$ cat config.mk
export PLATFORM = sky130hd
export DESIGN_NAME = gray_step_ctrl
export DESIGN_NICKNAME = d
export VERILOG_FILES = /design/src/rtl/gray_step_ctrl.sv
export SDC_FILE = /design/constraint.sdc
export NUM_CORES = 1
export LEC_CHECK = 0
export ABC_AREA = 1
export CELL_PAD_IN_SITES_DETAIL_PLACEMENT = 1
export CELL_PAD_IN_SITES_GLOBAL_PLACEMENT = 1
export CORE_MARGIN = 2
export CORE_UTILIZATION = 39
export CTS_BUF_LIST = sky130_fd_sc_hd__clkbuf_8
export CTS_CLUSTER_DIAMETER = 120
export DETAILED_ROUTE_END_ITERATION = 10
export PLACE_DENSITY_LB_ADDON = 0.1
export SLEW_MARGIN = 20
export SYNTH_ARGS = -nofsm -noshare
export SYNTH_HDL_FRONTEND = slang
export SYNTH_SLANG_ARGS = --single-unit
$ cat constraint.sdc
create_clock -name clk -period 2.1 [get_ports clk]
set_input_delay 0.42 -clock clk [delete_from_list [all_inputs] [get_ports clk]]
set_output_delay 0.42 -clock clk [all_outputs]
set_load 0.03 [all_outputs]
$ cat src/rtl/gray_step_ctrl.sv
// gray_step_ctrl: steps a binary position up/down on command and presents it as registered Gray code
module gray_step_ctrl #(
    parameter int DATA_WIDTH = 4,
    parameter int CNT_WIDTH  = 8
) (
    input  logic                  clk,
    input  logic                  resetn,
    input  logic                  cmd_valid,
    output logic                  cmd_ready,
    input  logic                  cmd_dir,
    input  logic [CNT_WIDTH-1:0]  cmd_steps,
    input  logic                  abort,
    output logic [DATA_WIDTH-1:0] out,
    output logic                  busy,
    output logic                  done
);
    typedef enum logic [1:0] {IDLE, RUN, DONE} state_t;
    state_t                state, state_nxt;
    logic [DATA_WIDTH-1:0] pos, pos_nxt;
    logic [CNT_WIDTH-1:0]  rem, rem_nxt;
    logic                  dir, dir_nxt;
    always_ff @(posedge clk or negedge resetn) begin
        if (!resetn) begin
            state <= IDLE;
            pos   <= '0;
            rem   <= '0;
            dir   <= 1'b0;
            out   <= '0;
        end else begin
            state <= state_nxt;
            pos   <= pos_nxt;
            rem   <= rem_nxt;
            dir   <= dir_nxt;
            out   <= pos_nxt ^ (pos_nxt >> 1);
        end
    end
    always_comb begin
        state_nxt = state;
        pos_nxt   = pos;
        rem_nxt   = rem;
        dir_nxt   = dir;
        case (state)
            IDLE: if (cmd_valid) begin
                dir_nxt   = cmd_dir;
                rem_nxt   = cmd_steps;
                state_nxt = (cmd_steps != '0) ? RUN : DONE;
            end
            RUN: if (abort) begin
                rem_nxt   = '0;
                state_nxt = DONE;
            end else begin
                pos_nxt   = dir ? pos + 1'b1 : pos - 1'b1;
                rem_nxt   = rem - 1'b1;
                state_nxt = (rem == CNT_WIDTH'(1)) ? DONE : RUN;
            end
            default: state_nxt = IDLE;
        endcase
    end
    assign cmd_ready = (state == IDLE);
    assign busy      = (state == RUN);
    assign done      = (state == DONE);
endmodule

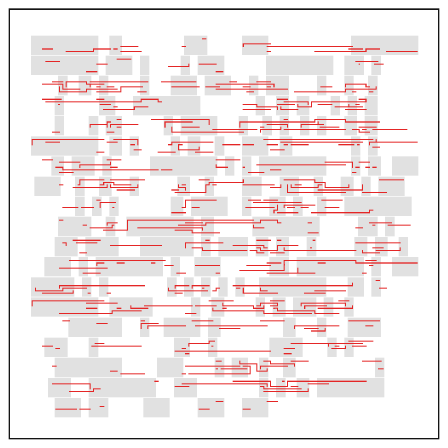
met1.png
Cells faint in the background.
share of all routed wire: 41%
main direction: horizontal
nets with wire on the layer: 168
wire length on this layer: 1180 um
GR Util met1: 23.3%
Vias: 1028

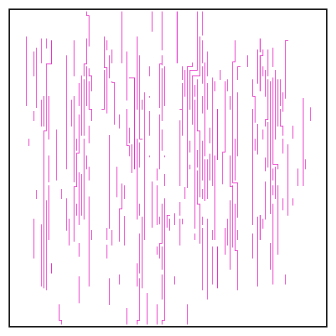
met2.png
main direction: vertical
wire length on this layer: 1550 um
met2 Use GR: 37.0%
Total Wirelength: 2840 um

==> changes_impl.md <==
### Changed

- Regs by FF count: rem x8, out x4, pos x3
- Core area: 2760 um2
- Ao+oa area frac: 13.5%
- Endpoint class of the critical path: output pin
- Final WS setup: 0.121 ns
- Tap cells: 31
- Flop area: 450 um2
- Post-route ant nets: 0
- Dpl cells: 195
- Setup Skew: 0.00563 ns
- Initial DRT Pass Iterations: 4
- # port buffers: 19
- Crit Path Class: reg2out
- Top cells by area: dfrtp_1 (40%), nand2_1 (12%), inv_1 (7.6%)
- Dominant comb cell: simple AND/OR/NAND/NOR gates
- Final GP Congestion: 0.759
- Synth Flop Type: dfrtp_1
- Dpl cell area: 1360 um2
- Non-clock inverters: 24
- TritonCTS sink count: 18
- Tool Warnings: 27
- Antenna violations before repair: 0
- Min Tclk post-route: 1.98 ns
- Worst-path fanout max: 6
- Fill count: 349
- CTS buffer count: 3
- Yosys Chip Area: 1130 um2
- N_diodes: 0
- Slowest CP cell: clkdlybuf4s50_1
- Worst Path Buf+Inv: 1
- Clock transition at path regs: 0.07 ns
- Hold-fix buffers, CTS: 0
- Met3 wire length: 68 um
- Clk ins delay skew pair: 0.26 ns
- Row cnt: 19
- Non-filler instance count after layout: 198
- Largest area contributor in the netlist: dfrtp_1
- Register share after synthesis: 39.9%
- Fraction of area in multi-input gates: 41.0%
- Final setup viols: 0
- VDD IR max: 917 uV
- Post-Layout Inst Area: 1400 um2
- Syn nets: 163
- IO Count: 20
- Syn Area/Cell: 7.78 um2
- DR DRC count: 0
- CTS resizes: 2
- Core Util at FP: 40.9%
- Worst hold-check path type: in2async
- CP required: 1.68 ns
- Mux share: 0%
- DR iter-0 viols: 31
- Worst-path cell chain: nor2_1 -> clkdlybuf4s50_1
- Buffering overhead: 14.5%
- Wire length on met2: 1550 um
- Die H: 57.8 um
- Vias per inst: 5.19
- Setup bufs post-CTS: 0
- Post-Place Setup Slack: 0.246 ns
- Max-capacitance violation count: 0
- EDFF count, synth: 0
- Power Density: 1640 nW/um2
- Post-route clock period utilization: 94.2%
- Layout cells sized above 1: 7.19%
- Bufs w/o clock: 21
- Top reg by flops: rem
- Tot Pwr: 0.00228 W
- Xor+xnor area frac: 4.55%
- Clk tree area frac: 2.96%
- Largest net degree at the start of global routing: 19
- R2R depth: 8
- Post-Route Setup TNS: 0 ns
- Cell family with most CP delay: buffers and inverters
- # clk buffers: 3
- Global-route wire length before repair: 5050 um
- Chip area: 3340 um2
- Netlist Area Pre-Place: 1130 um2
- Area growth syn-to-layout: 23.7%
- Total gr overflow: 0
- Max Used Layer: met4
- Run status: finished, final reports clean
- Final nets: 187
- CTS tree: yes
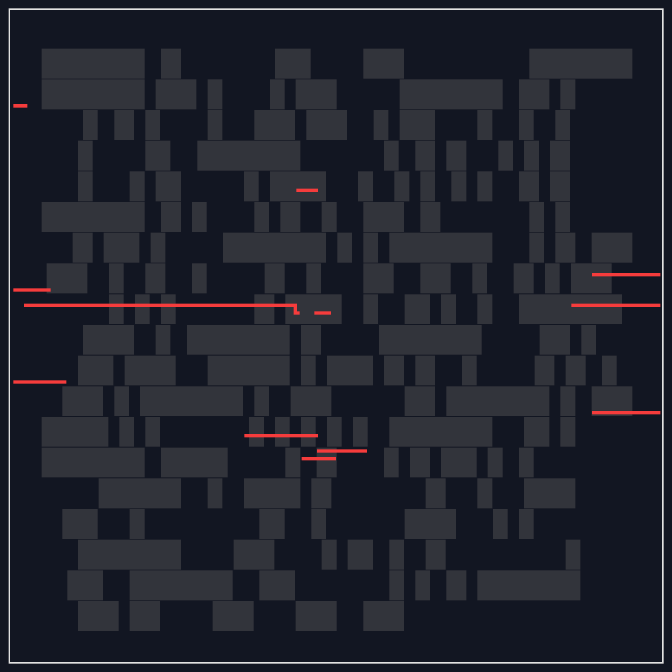
met3.png
Cells faint in the background.
nets with wire on the layer: 9
share of all routed wire: 2.4%
main direction: horizontal

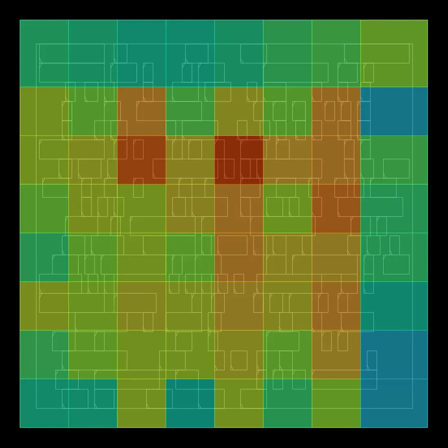
final_congestion.png
Total GRT Usage: 20.0%
Final Util: 50.6%
DR WL/cell: 14.3 um
Top Usage Layer GRT: met2

-- final timing paths --
path / start / endpoint / slack (ns)
max in group asynchronous: resetn / rem[5] / 1.41
worst max register to register: pos[0] / out[2] / 0.43
worst min register to register: pos[0] / pos[0] / 0.55
worst max-delay path: state[0] / done / 0.12
min in group clk: pos[0] / pos[0] / 0.55
worst min-delay path: resetn / out[0] / 0.48
-- report_power, final --
| part | internal (W) | switching [W] |
|---|---|---|
| Sequential | 0.000523 | 0.000139 |
| Combinational | 0.000516 | 0.000854 |
| Clock | 0.000128 | 0.000125 |
| Total | 0.00117 | 0.00112 |
-- cells in the mapped netlist, types with 3 or more instances --
cell type,n
o22ai_1,3
nor2_1,14
o21ai_0,6
a21oi_1,8
a22oi_1,4
nand4_1,3
inv_1,23
nand3_1,12
nand2_1,35
dfrtp_1,18
ha_1,4
Power figures rest on the tool's default switching activity, not on a simulated workload.
